`config.mk`:
```
export PLATFORM = sky130hd
export DESIGN_NAME = pipe_stage_reg
export DESIGN_NICKNAME = d
export VERILOG_FILES = /design/src/rtl/pipe_stage_reg.sv
export SDC_FILE = /design/constraint.sdc
export NUM_CORES = 1
export LEC_CHECK = 0
export CELL_PAD_IN_SITES_DETAIL_PLACEMENT = 2
export CELL_PAD_IN_SITES_GLOBAL_PLACEMENT = 2
export CORE_ASPECT_RATIO = 1.2
export CORE_MARGIN = 1.5
export CORE_UTILIZATION = 22
export CTS_CLUSTER_DIAMETER = 50
export CTS_CLUSTER_SIZE = 20
export DETAILED_ROUTE_END_ITERATION = 10
export HOLD_SLACK_MARGIN = 0.03
export PLACE_DENSITY = 0.84
export SYNTH_ARGS = -nofsm -noshare
export SYNTH_HDL_FRONTEND = slang
export SYNTH_SLANG_ARGS = --single-unit
```
`constraint.sdc`:
```
create_clock -name clk -period 1.98 [get_ports clk]
set_clock_uncertainty 0.05 [all_clocks]
set_input_delay 0.297 -clock clk [delete_from_list [all_inputs] [get_ports clk]]
set_output_delay 0.297 -clock clk [all_outputs]
set_load 0.05 [all_outputs]
```
`src/rtl/pipe_stage_reg.sv`:
```
// Pipeline register between adjacent CPU stages with bubble flush
// and stall-cycle monitoring for debug and performance counting.
module pipe_stage_reg #(
    parameter int PC_W             = 32,
    parameter int INSTR_W          = 32,
    parameter int SIDE_W           = 8,
    parameter bit KEEP_PC_ON_FLUSH = 1'b1,
    parameter int CNT_W            = 8,
    parameter int STALL_LIMIT      = 16,
    parameter logic [INSTR_W-1:0] NOP_INSTR = '0
) (
    input  logic               clk,
    input  logic               reset,
    input  logic               en,
    input  logic               flush,
    input  logic               valid_in,
    input  logic [PC_W-1:0]    pc_plus4_in,
    input  logic [INSTR_W-1:0] instr_in,
    input  logic [SIDE_W-1:0]  side_in,
    output logic               valid_out,
    output logic [PC_W-1:0]    pc_plus4_out,
    output logic [INSTR_W-1:0] instr_out,
    output logic [SIDE_W-1:0]  side_out,
    output logic [CNT_W-1:0]   stall_cnt,
    output logic [CNT_W-1:0]   stall_total,
    output logic               stall_timeout
);

    localparam logic [CNT_W-1:0] LIMIT   = CNT_W'(STALL_LIMIT);
    localparam logic [CNT_W-1:0] CNT_MAX = '1;

    logic             stall_ev;
    logic [CNT_W-1:0] cnt_nxt;

    // Holding a bubble is not a stall: only valid content counts.
    assign stall_ev = !flush && !en && valid_out;

    always_comb begin
        cnt_nxt = '0;
        if (stall_ev) begin
            if (stall_cnt == CNT_MAX)
                cnt_nxt = stall_cnt;
            else
                cnt_nxt = stall_cnt + CNT_W'(1);
        end
    end

    always_ff @(posedge clk) begin
        if (reset) begin
            valid_out    <= 1'b0;
            pc_plus4_out <= '0;
            instr_out    <= NOP_INSTR;
            side_out     <= '0;
        end else if (flush) begin
            valid_out    <= 1'b0;
            pc_plus4_out <= KEEP_PC_ON_FLUSH ? pc_plus4_in : '0;
            instr_out    <= NOP_INSTR;
            side_out     <= '0;
        end else if (en) begin
            valid_out    <= valid_in;
            pc_plus4_out <= pc_plus4_in;
            instr_out    <= instr_in;
            side_out     <= side_in;
        end
    end

    always_ff @(posedge clk) begin
        if (reset) begin
            stall_cnt     <= '0;
            stall_total   <= '0;
            stall_timeout <= 1'b0;
        end else begin
            stall_cnt     <= cnt_nxt;
            stall_timeout <= (cnt_nxt >= LIMIT);
            if (stall_ev)
                stall_total <= stall_total + CNT_W'(1);
        end
    end

endmodule

```
==> impl_metrics.csv <==
group,metric,value,unit
status,status,"finished, final reports clean",
critical_path,max_stage_delay,830,ps
global_routing,first_global_vias,3556,
flow_run,tool_warnings,26,
detailed_routing,wl,11400,um
power_and_ir_drop,total_power,4.58,mW
global_routing,grt_usage,15.1,%
sta,fin_crit,1910,ps
critical_path,cp-startpoint,"stall_total[4]",
detailed_routing,num_vias,3112,
floorplan,die_x,114,um
critical_path,path_class,"reg2out",
detailed_routing,post_drt_wl_per_cell,15.8,um
power_and_ir_drop,switching_power,1.15,mW
floorplan,fp-row-count,48,
floorplan,coreArea,14500,um2
synthesis,top_cell,"dfxtp_1",
critical_path,crit_cells,1,
sta,setup-tns-final,0,ps
clock_tree,clkTransAtPathRegs,60,ps
final_layout,final_nets,595,
sta,fmax,522,MHz
synthesis,async_reset_ff_share,0,%
floorplan,chipArea,15600,um2
floorplan,die_h,137,um
detailed_routing,viasPerCell,4.32,
synthesis,yosys_warnings,0,
critical_path,end_kind,"output pin",
critical_path,r2r_start,"stall_cnt[0]",
critical_path,start_kind,"flop",
critical_path,regToRegSetupSlack,170,ps
flow_run,cap_violations,0,
sta,max_slew_margin,57.6,%
synthesis,floorplan.nets,433,
global_routing,antenna_found_initial,0,
synthesis,top_cells_by_count,"dfxtp_1, nand2_1, nor2_1, mux2i_1, a21oi_1",
placed_design,detailed_place_hpwl,8470,um
critical_path,reg2reg_to,"stall_timeout",
synthesis,postSynthCellCount,354,
synthesis,ys_cells,354,
final_layout,nFillCells,1587,
global_routing,grt_first_pass_wirelength,18200,um
power_and_ir_drop,pwr_density_cell,832,nW/um2
sta,fin_crit_sh,96.7,%
final_layout,antenna_cells,0,
critical_path,setup.worst_path.end,"stall_total[4]",
power_and_ir_drop,swShare,25.2,%
synthesis,synth.avg_cell_area,9.26,um2
clock_tree,cts_root_buf,"clkbuf_16",
sta,slew_viol_final,0,
synthesis,ys_seq_share,55.0,%
final_layout,drive_above_1_share,6.91,%
power_and_ir_drop,p_seq_share,41.8,%
sta,rsz0062_at_grt,"false",
detailed_routing,drt_iter0_markers,55,
-- area by class of cell --
| type | instances | area, um2 | area share (%) |
|---|---|---|---|
| Clock inverter | 5 | 103 | 1.86 |
| Multi-Input combinational cell | 239 | 1380 | 25.0 |
| Sequential cell | 90 | 1800 | 32.8 |
| Inverter | 2 | 7.51 | 0.136 |
| Clock buffer | 11 | 233 | 4.23 |
| Tap cell | 200 | 250 | 4.55 |
| Timing Repair Buffer | 174 | 1730 | 31.4 |
-- layer usage --
layer  vias to the layer above  part of all wire (%)  global-route usage [%]  wire length [um]
met5                         -                     0                       0                 0
met4                         0                  0.95                    3.96               108
met3                         9                   8.5                    6.24               971
met2                       109                    54                    28.6              6140
met1                      1499                    37                    15.0              4170
li1                       1495                     -                       -                 -
-- stage by stage --
stage | hold slack (ps) | worst slack (ps) | std cells | instance area, um2 | utilization, %
finish | 336 | 65.9 | 721 | 5500 | 38.0
global route | 376 | 12.0 | 721 | 5500 | 38.0
CTS | 348 | 10.2 | 721 | 5490 | 38.0
detailed placement | 401 | -40.2 | 705 | 5160 | 35.6
global placement | 387 | 11.5 | 705 | 5160 | 35.6
floorplan | 387 | 49.0 | 354 | 3280 | -
-- power by group through the flow --
stage          Clock [mW]  Combinational, mW  Sequential (mW)
2_1_floorplan           0              0.159             2.19
3_3_place_gp            0              0.720             1.95
3_5_place_dp            0              0.737             1.96
4_1_cts              2.00              0.742             1.92
5_1_grt              2.08              0.774             1.92
6_report             1.93              0.729             1.92
-- worst min-delay path by stage --
stage / from / end / slack (ps) / cells after the start
after CTS: en / stall_cnt[2] / 350 / 4
after global routing: en / stall_cnt[2] / 380 / 4
final: en / stall_cnt[2] / 340 / 4
after floorplan: pc_plus4_in[0] / pc_plus4_out[0] / 390 / 2
after global placement: pc_plus4_out[18] / pc_plus4_out[18] / 390 / 2
after detailed placement: pc_plus4_out[20] / pc_plus4_out[20] / 400 / 2
-- placed cells by master, fill, tap and decap left out, drive strengths merged, types with 3 or more instances in the layout --
| master | n |
|---|---|
| and3 | 4 |
| nand4 | 6 |
| xor2 | 6 |
| dlymetal6s2s | 4 |
| bufinv | 3 |
| nor3 | 3 |
| clkdlybuf4s50 | 157 |
| mux2i | 42 |
| a31oi | 3 |
| or2 | 3 |
| clkbuf | 11 |
| buf | 13 |
| nand2 | 67 |
| dfxtp | 90 |
| nor2 | 53 |
| a21oi | 32 |
-- registers in the layout (all words and copies together) (netlist names) --
| signal | flops |
|---|---|
| valid_out | 1 |
| stall_timeout | 1 |
| stall_cnt | 8 |
| stall_total | 8 |
| side_out | 8 |
| pc_plus4_out | 32 |
| instr_out | 32 |
-- cell families (layout without fill, tap and decap cells) --
group                      Yosys count  count (layout)  synth area share, %
xor gates and xnor gates             8               8                 2.14
DFF                                 90              90                 55.0
muxes                               42              42                 12.8
buffers and inverters               25             192                 3.09
adders and majority gates            2               2                0.763
AOI/OAI and AO/OA                   42              42                 6.95
and+or+nand+nor                    145             145                 19.3
-- repair_timing --
item                       in CTS  in global routing
setup endpoints to repair       0                  4
hold buffers                    0                  0
gates resized                   0                  4
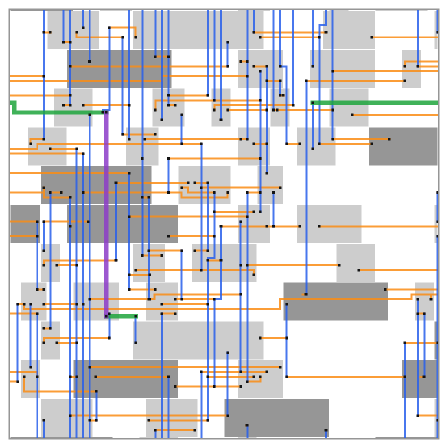
**Above:** layout detail.
Window x 71 to 101, y 19 to 49 um. Cells in grey, sequential cells in the stronger grey; small squares are vias.
- blue: M2
- orange: M1
- purple: M4
- green: M3
- most frequent: nor2_1 (5), dfxtp_1 (5), buf_4 (4)
- cells with their middle in the window: 40
- sequential cells in the window: 7
- netlist names of flops here include: `stall_cnt` (4), `instr_out` (3)

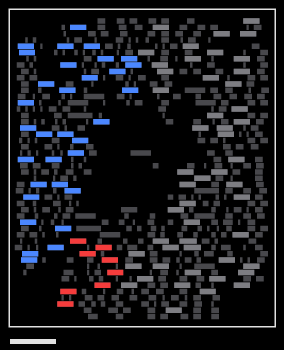
**Above:** sequential cells coloured by netlist name.
Scale bar: 20 um.
- blue: `pc_plus4_out` (flops 32)
- red: `stall_total` (flops 8)
- not coloured: 50
register area: 1800 um2
Final Util: 38.0%
flop share of the area: 32.8%

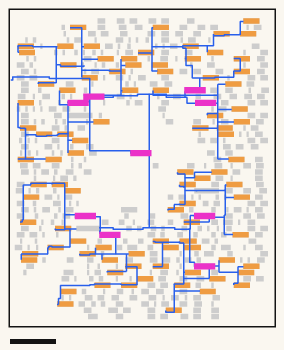
**Above:** clock distribution.
Scale bar: 20 um.
- orange: flip-flops (count 90)
- blue: clock wires (length 1230 um)
- magenta: clock-net drivers (count 9)
- flops lie: widely spread
Clk network pwr share: 42.2%
clock-net power: 1.93 mW
clk latency late pin: 340 ps

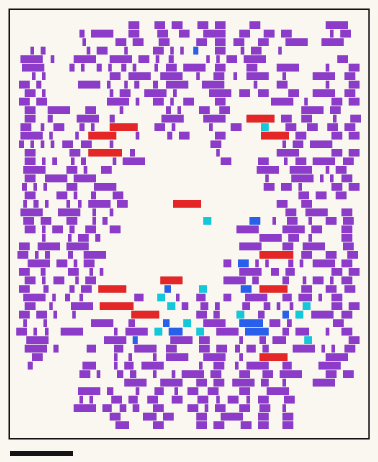
**Above:** sizing map.
Scale bar: 20 um.
- red: x6 and larger (cells 13)
- cyan: x3 and x4 (cells 12)
- blue: x2 (cells 11)
- purple: x1 and smaller (cells 485)
final worst setup slack: 65.9 ps
bufs w/o clock: 174
Finished Cell Area: 5500 um2

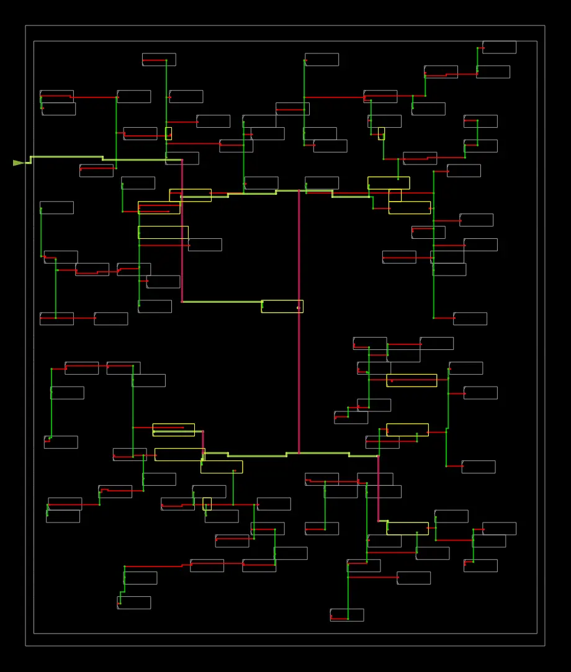
**Above:** clock nets.
clock buffers: 11
flop count: 90
CTS buffer count: 9
CTS sink cnt: 90

Power figures rest on the tool's default switching activity, not on a simulated workload.
